[src/rtl/matrix_capture_pkg.sv]
// matrix_capture_pkg
//   Shared constants, types and helpers for the HUB75 capture block.
//   Geometry: COLS pixels per line, ROW_BITS row address bits, PLANES brightness
//   planes per row (sent MSB plane first). px_beat_t is one output beat and
//   drain_state_t is the encoding of the line drain FSM.
package matrix_capture_pkg;

  localparam int COLS     = 64;
  localparam int ROW_BITS = 4;
  localparam int PLANES   = 6;

  localparam int COL_W    = 6;   // column index width (px_col)
  localparam int CNT_W    = 7;   // fill counter must be able to hold COLS itself
  localparam int PLANE_W  = 3;
  localparam int RGB_W    = 6;

  typedef enum logic [0:0] {
    IDLE  = 1'b0,
    DRAIN = 1'b1
  } drain_state_t;

  typedef struct packed {
    logic [ROW_BITS-1:0] row;
    logic [COL_W-1:0]    col;
    logic [PLANE_W-1:0]  plane;
    logic [RGB_W-1:0]    rgb;
    logic                first;
  } px_beat_t;

  // Plane of a repeated row: one below the previous plane, wrapping 0 -> PLANES-1.
  function automatic logic [PLANE_W-1:0] next_plane(input logic [PLANE_W-1:0] prev);
    if (prev == {PLANE_W{1'b0}}) begin
      return PLANE_W'(PLANES - 1);
    end else begin
      return prev - PLANE_W'(1);
    end
  endfunction

endpackage

[src/rtl/matrix_line_buffer.sv]
// matrix_line_buffer
//   Ping-pong line storage: two banks of COLS x 6-bit pixels. One bank is
//   filled from the panel side while the other is read by the drain side;
//   'swap' exchanges the roles on the next clock edge.
// Ports
//   clk, rst_n : clock and asynchronous active-low reset (bank select only)
//   wr_en, wr_addr, wr_data : write into the fill bank
//   swap    : exchange fill and drain banks
//   rd_addr : drain bank read address; rd_data combinational read data
module matrix_line_buffer
  import matrix_capture_pkg::*;
(
  input  logic             clk,
  input  logic             rst_n,
  input  logic             wr_en,
  input  logic [COL_W-1:0] wr_addr,
  input  logic [RGB_W-1:0] wr_data,
  input  logic             swap,
  input  logic [COL_W-1:0] rd_addr,
  output logic [RGB_W-1:0] rd_data
);

  logic [RGB_W-1:0] mem_q [2][COLS];
  logic             fill_sel_q;
  logic             fill_sel_d;

  // Next bank select.
  always_comb begin
    if (swap) begin
      fill_sel_d = ~fill_sel_q;
    end else begin
      fill_sel_d = fill_sel_q;
    end
  end

  // Bank select register.
  always_ff @(posedge clk or negedge rst_n) begin
    if (!rst_n) begin
      fill_sel_q <= 1'b0;
    end else begin
      fill_sel_q <= fill_sel_d;
    end
  end

  // Pixel storage; contents are don't-care after reset.
  always_ff @(posedge clk) begin
    if (wr_en) begin
      mem_q[fill_sel_q][wr_addr] <= wr_data;
    end
  end

  assign rd_data = mem_q[~fill_sel_q][rd_addr];

endmodule

[src/rtl/matrix_scan_capture.sv]
// matrix_scan_capture
//   Receiver for the HUB75 panel bus. All hub_* pins are oversampled through a
//   SYNC_STAGES synchroniser, edges are detected on the synchronised copies,
//   each latched row is rebuilt in a ping-pong line buffer and streamed out as
//   (row, col, plane, rgb) beats with a valid/ready handshake.
// Ports
//   clk_in, reset        : system clock, asynchronous active-low reset
//   hub_clk/lat/oe/addr/rgb : panel bus inputs
//   px_valid/ready, px_row/col/plane/rgb/first : output beat stream
//   col_err   : pulse, line latched with a column count other than COLS
//   line_drop : pulse, good line discarded because the drain side is busy
//   oe_width, oe_valid : OE high time after the last latch (macro OE_MEASURE_EN;
//                        tied 0 when the macro is undefined)
module matrix_scan_capture
  import matrix_capture_pkg::*;
#(
  parameter int SYNC_STAGES = 2
) (
  input  logic                clk_in,
  input  logic                reset,
  input  logic                hub_clk,
  input  logic                hub_lat,
  input  logic                hub_oe,
  input  logic [ROW_BITS-1:0] hub_addr,
  input  logic [5:0]          hub_rgb,
  output logic                px_valid,
  input  logic                px_ready,
  output logic [ROW_BITS-1:0] px_row,
  output logic [5:0]          px_col,
  output logic [2:0]          px_plane,
  output logic [5:0]          px_rgb,
  output logic                px_first,
  output logic                col_err,
  output logic                line_drop,
  output logic [7:0]          oe_width,
  output logic                oe_valid
);

  localparam int SW = 3 + ROW_BITS + RGB_W;  // {oe, lat, clk, addr, rgb}

  logic [SW-1:0] sync_q [SYNC_STAGES];
  logic [SW-1:0] sync_d [SYNC_STAGES];
  logic [2:0]    prev_q;  // previous synchronised {oe, lat, clk}
  logic [SW-1:0] sync_w;

  logic                s_clk, s_lat, s_oe;
  logic [ROW_BITS-1:0] s_addr;
  logic [RGB_W-1:0]    s_rgb;
  logic                clk_rise, lat_rise;

  // Synchroniser chain next values.
  always_comb begin
    sync_d[0] = {hub_oe, hub_lat, hub_clk, hub_addr, hub_rgb};
    for (int i = 1; i < SYNC_STAGES; i++) begin
      sync_d[i] = sync_q[i-1];
    end
  end

  // Synchroniser and edge-detect history registers.
  always_ff @(posedge clk_in or negedge reset) begin
    if (!reset) begin
      for (int i = 0; i < SYNC_STAGES; i++) begin
        sync_q[i] <= {SW{1'b0}};
      end
      prev_q <= 3'b000;
    end else begin
      for (int i = 0; i < SYNC_STAGES; i++) begin
        sync_q[i] <= sync_d[i];
      end
      prev_q <= {s_oe, s_lat, s_clk};
    end
  end

  assign sync_w   = sync_q[SYNC_STAGES-1];
  assign s_rgb    = sync_w[RGB_W-1:0];
  assign s_addr   = sync_w[RGB_W +: ROW_BITS];
  assign s_clk    = sync_w[RGB_W + ROW_BITS];
  assign s_lat    = sync_w[RGB_W + ROW_BITS + 1];
  assign s_oe     = sync_w[RGB_W + ROW_BITS + 2];
  assign clk_rise = s_clk & ~prev_q[0];
  assign lat_rise = s_lat & ~prev_q[1];

  // ---------------- fill side ----------------
  logic [CNT_W-1:0]    col_cnt_q, col_cnt_d;
  logic                overrun_q, overrun_d;
  logic [ROW_BITS-1:0] last_row_q, last_row_d;
  logic [PLANE_W-1:0]  plane_q, plane_d;
  logic [ROW_BITS-1:0] line_row_q, line_row_d;
  logic [PLANE_W-1:0]  line_plane_q, line_plane_d;
  logic                commit_q, commit_d;
  logic                col_err_q, col_err_d;
  logic                line_drop_q, line_drop_d;
  logic                wr_en, swap;
  logic [CNT_W-1:0]    cnt_after;
  logic                over_after;
  logic [PLANE_W-1:0]  new_plane;

  drain_state_t        state_q;
  px_beat_t            beat_q;
  logic [COL_W-1:0]    rd_addr;
  logic [RGB_W-1:0]    rd_data;

  // Pixel capture, latch evaluation and plane tracking. A pixel edge in the
  // same sample as the latch edge is counted before the latch is judged.
  always_comb begin
    col_cnt_d    = col_cnt_q;
    overrun_d    = overrun_q;
    last_row_d   = last_row_q;
    plane_d      = plane_q;
    line_row_d   = line_row_q;
    line_plane_d = line_plane_q;
    commit_d     = 1'b0;
    col_err_d    = 1'b0;
    line_drop_d  = 1'b0;
    wr_en        = 1'b0;
    swap         = 1'b0;
    cnt_after    = col_cnt_q;
    over_after   = overrun_q;
    new_plane    = PLANE_W'(PLANES - 1);

    if (clk_rise) begin
      if (col_cnt_q < CNT_W'(COLS)) begin
        wr_en     = 1'b1;
        cnt_after = col_cnt_q + CNT_W'(1);
      end else begin
        over_after = 1'b1;
      end
    end else begin
      cnt_after = col_cnt_q;
    end

    if (lat_rise) begin
      col_cnt_d = {CNT_W{1'b0}};
      overrun_d = 1'b0;
      if ((cnt_after == CNT_W'(COLS)) && !over_after) begin
        if (s_addr == last_row_q) begin
          new_plane = next_plane(plane_q);
        end else begin
          new_plane = PLANE_W'(PLANES - 1);
        end
        // Plane and row history advance even when the line is dropped.
        plane_d    = new_plane;
        last_row_d = s_addr;
        if ((state_q == IDLE) && !commit_q) begin
          swap         = 1'b1;
          commit_d     = 1'b1;
          line_row_d   = s_addr;
          line_plane_d = new_plane;
        end else begin
          line_drop_d = 1'b1;
        end
      end else begin
        col_err_d = 1'b1;
      end
    end else begin
      col_cnt_d = cnt_after;
      overrun_d = over_after;
    end
  end

  // Fill side registers.
  always_ff @(posedge clk_in or negedge reset) begin
    if (!reset) begin
      col_cnt_q    <= {CNT_W{1'b0}};
      overrun_q    <= 1'b0;
      last_row_q   <= {ROW_BITS{1'b0}};
      plane_q      <= PLANE_W'(PLANES - 1);
      line_row_q   <= {ROW_BITS{1'b0}};
      line_plane_q <= {PLANE_W{1'b0}};
      commit_q     <= 1'b0;
      col_err_q    <= 1'b0;
      line_drop_q  <= 1'b0;
    end else begin
      col_cnt_q    <= col_cnt_d;
      overrun_q    <= overrun_d;
      last_row_q   <= last_row_d;
      plane_q      <= plane_d;
      line_row_q   <= line_row_d;
      line_plane_q <= line_plane_d;
      commit_q     <= commit_d;
      col_err_q    <= col_err_d;
      line_drop_q  <= line_drop_d;
    end
  end

  matrix_line_buffer u_buf (
    .clk     (clk_in),
    .rst_n   (reset),
    .wr_en   (wr_en),
    .wr_addr (col_cnt_q[COL_W-1:0]),
    .wr_data (s_rgb),
    .swap    (swap),
    .rd_addr (rd_addr),
    .rd_data (rd_data)
  );

  // ---------------- drain side ----------------
  // Read address is the column that will be presented after the next edge.
  always_comb begin
    if (state_q == IDLE) begin
      rd_addr = {COL_W{1'b0}};
    end else begin
      rd_addr = beat_q.col + COL_W'(1);
    end
  end

  // Drain FSM with registered beat outputs; beat holds while not accepted.
  always_ff @(posedge clk_in or negedge reset) begin
    if (!reset) begin
      state_q <= IDLE;
      beat_q  <= '0;
    end else begin
      case (state_q)
        IDLE: begin
          if (commit_q) begin
            state_q      <= DRAIN;
            beat_q.row   <= line_row_q;
            beat_q.col   <= {COL_W{1'b0}};
            beat_q.plane <= line_plane_q;
            beat_q.rgb   <= rd_data;
            beat_q.first <= (line_row_q == {ROW_BITS{1'b0}}) &&
                            (line_plane_q == PLANE_W'(PLANES - 1));
          end
        end
        DRAIN: begin
          if (px_ready) begin
            if (beat_q.col == COL_W'(COLS - 1)) begin
              state_q      <= IDLE;
              beat_q.first <= 1'b0;
            end else begin
              beat_q.col   <= beat_q.col + COL_W'(1);
              beat_q.rgb   <= rd_data;
              beat_q.first <= 1'b0;
            end
          end
        end
        default: begin
          state_q <= IDLE;
        end
      endcase
    end
  end

  assign px_valid  = (state_q == DRAIN);
  assign px_row    = beat_q.row;
  assign px_col    = beat_q.col;
  assign px_plane  = beat_q.plane;
  assign px_rgb    = beat_q.rgb;
  assign px_first  = beat_q.first;
  assign col_err   = col_err_q;
  assign line_drop = line_drop_q;

`ifdef OE_MEASURE_EN
  logic [7:0] oe_cnt_q, oe_cnt_d;
  logic [7:0] oe_width_q, oe_width_d;
  logic       oe_armed_q, oe_armed_d;
  logic       oe_valid_q, oe_valid_d;
  logic       oe_fall;

  assign oe_fall = ~s_oe & prev_q[2];

  // OE high-time counter: armed by a latch, saturating, reported on OE fall.
  always_comb begin
    oe_cnt_d   = oe_cnt_q;
    oe_width_d = oe_width_q;
    oe_armed_d = oe_armed_q;
    oe_valid_d = 1'b0;
    if (lat_rise) begin
      oe_armed_d = 1'b1;
      oe_cnt_d   = 8'd0;
    end else if (oe_armed_q && s_oe) begin
      if (oe_cnt_q == 8'd255) begin
        oe_cnt_d = oe_cnt_q;
      end else begin
        oe_cnt_d = oe_cnt_q + 8'd1;
      end
    end else if (oe_armed_q && oe_fall) begin
      oe_width_d = oe_cnt_q;
      oe_valid_d = 1'b1;
      oe_armed_d = 1'b0;
    end else begin
      oe_cnt_d = oe_cnt_q;
    end
  end

  // OE measurement registers.
  always_ff @(posedge clk_in or negedge reset) begin
    if (!reset) begin
      oe_cnt_q   <= 8'd0;
      oe_width_q <= 8'd0;
      oe_armed_q <= 1'b0;
      oe_valid_q <= 1'b0;
    end else begin
      oe_cnt_q   <= oe_cnt_d;
      oe_width_q <= oe_width_d;
      oe_armed_q <= oe_armed_d;
      oe_valid_q <= oe_valid_d;
    end
  end

  assign oe_width = oe_width_q;
  assign oe_valid = oe_valid_q;
`else
  logic oe_unused;
  assign oe_unused = s_oe ^ prev_q[2];
  assign oe_width  = 8'd0;
  assign oe_valid  = 1'b0;
`endif

endmodule
[config.mk]
export PLATFORM = sky130hd
export DESIGN_NAME = matrix_scan_capture
export DESIGN_NICKNAME = d
export VERILOG_FILES = /design/src/rtl/matrix_capture_pkg.sv /design/src/rtl/matrix_line_buffer.sv /design/src/rtl/matrix_scan_capture.sv
export SDC_FILE = /design/constraint.sdc
export NUM_CORES = 1
export LEC_CHECK = 0
export ABC_AREA = 1
export CAP_MARGIN = 25
export CORE_MARGIN = 4
export CORE_UTILIZATION = 26
export CTS_CLUSTER_DIAMETER = 100
export CTS_CLUSTER_SIZE = 25
export DETAILED_ROUTE_END_ITERATION = 16
export DONT_BUFFER_PORTS = 1
export PLACE_DENSITY_LB_ADDON = 0.08
export RECOVER_POWER = 100
export SLEW_MARGIN = 10
export SYNTH_ARGS = -nofsm -noshare
export SYNTH_HDL_FRONTEND = slang
export SYNTH_HIERARCHICAL = 1
export SYNTH_SLANG_ARGS = --single-unit
[constraint.sdc]
create_clock -name clk_in -period 2.1 [get_ports clk_in]
set_input_delay 0.42 -clock clk_in [delete_from_list [all_inputs] [get_ports clk_in]]
set_output_delay 0.42 -clock clk_in [all_outputs]
set_load 0.05 [all_outputs]
Fig. 1: routing congestion map
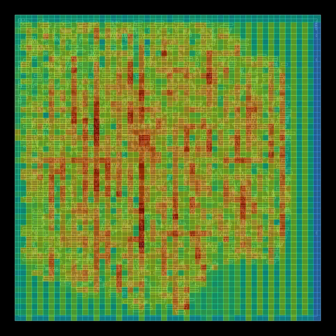
met2 track utilization from global routing: 26.9%
most used routing layer: met2
global router's overall resource usage: 16.1%

Fig. 2: routed clock nets over the placement
Bar = 100 um.
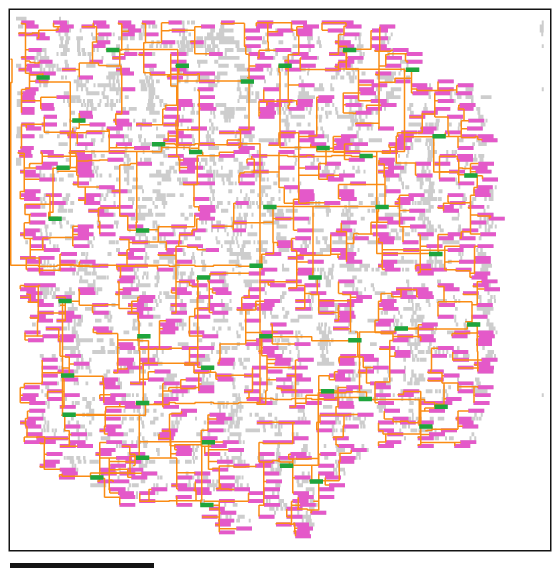
Key: green = cells driving clock nets [count 43]; magenta = flip-flops [count 841]; orange = clock wires [length 11000 um]
There are 44 routed clock nets.

==> Table 3: Implementation characteristics <==
Table: implementation figures

Parameter                              Value

Synthesis
  Synth cell types    35
  Synth Instances    3047
  Sequential cell area fraction in the yosys report    71.2%
  Post-synthesis cell count from yosys    3047
  Complex-gate fraction of the synthesized area    0.290%

Final timing
  Final Setup Violations    50
  Post-route worst setup slack    -222 ps

Drt
  Mean number of vias per cell    4.63
  DR WL met3    4520 um

Final layout
  Area taken by multi-input logic gates    9450 um^2
  Total inserted antenna cells    2
  Buffers excl. clock    428
  Most frequent standard cell in the layout excluding fill and tap cells    nand2_1
  Data-path buffer share of cell area in the final layout    11.0%

Worst setup path
  WP data arrival    2880 ps
  Buffering stage count on the worst path with inverters included    3
  Sort of element at the start of the critical path    register
  Crit-path most repeated cell    nand2_1
  Crit-path max FO    48
  Top delay family on crit path    simple AND/OR/NAND/NOR gates
  Critical setup path kind    reg2reg
  Crit path max-delay cell type    dfrtp_4

Power
  Sequential power    18.5 mW
  Seq pwr share    44.1%

Status
  Failing checks    negative setup slack
  Run status    complete, but fails checks

Floorplanning
  Number of top-level design ports    48

Clock network
  Number of buffers inserted by hold repair at cts    15
  CTS tree    yes

GRT
  Number of global-route vias before repair    23900
  Initial antenna violation count    5
-- cells in the mapped netlist (all sizes together) --
| library cell | number | area [um^2] |
|---|---|---|
| nand3 | 715 | 3610 |
| nand3b | 1 | 7.51 |
| nor4 | 5 | 31.3 |
| o21bai | 1 | 7.51 |
| clkinv | 1 | 3.75 |
| a21oi | 7 | 35.0 |
| nand4 | 9 | 56.3 |
| nand2 | 1022 | 3850 |
| or2 | 1 | 6.26 |
| ha | 3 | 37.5 |
| inv | 52 | 200 |
| edfxtp | 768 | 23100 |
| o41ai | 1 | 8.76 |
| o21ai | 10 | 50.1 |
| buf | 172 | 1160 |
| clkbuf | 30 | 113 |
| xnor2 | 1 | 8.76 |
| xor2 | 5 | 43.8 |
| dfstp | 2 | 52.6 |
| nor2 | 55 | 248 |
| nor3 | 114 | 571 |
| dfrtp | 71 | 1780 |
| conb | 1 | 3.75 |
-- worst max path at each step --
stage,from,endpoint,slack [ps],cells past startpoint
6_report,u_buf/fill_sel_q,px_rgb[5],-220,15
5_1_grt,u_buf/fill_sel_q,px_rgb[4],-320,15
4_1_cts,u_buf/fill_sel_q,px_rgb[2],-230,17
3_5_place_dp,px_valid,px_rgb[3],-550,17
3_3_place_gp,px_valid,px_rgb[3],-620,17
2_1_floorplan,prev_q[0],u_buf/mem_q[0][78],-110,7
-- flip-flops by register name (all words and copies together), names as in the netlist --
name / count
px_plane: 3
px_valid: 1
px_first: 1
sync_w: 12
commit_q: 1
prev_q: 2
px_row: 4
px_rgb: 6
line_drop: 1
col_cnt_q: 7
line_plane_q: 3
col_err: 1
last_row_q: 4
line_row_q: 4
plane_q: 3
px_col: 6
u_buf/mem_q: 768
overrun_q: 1
u_buf/fill_sel_q: 1
sync_d: 12
Power figures rest on the tool's default switching activity, not on a simulated workload.
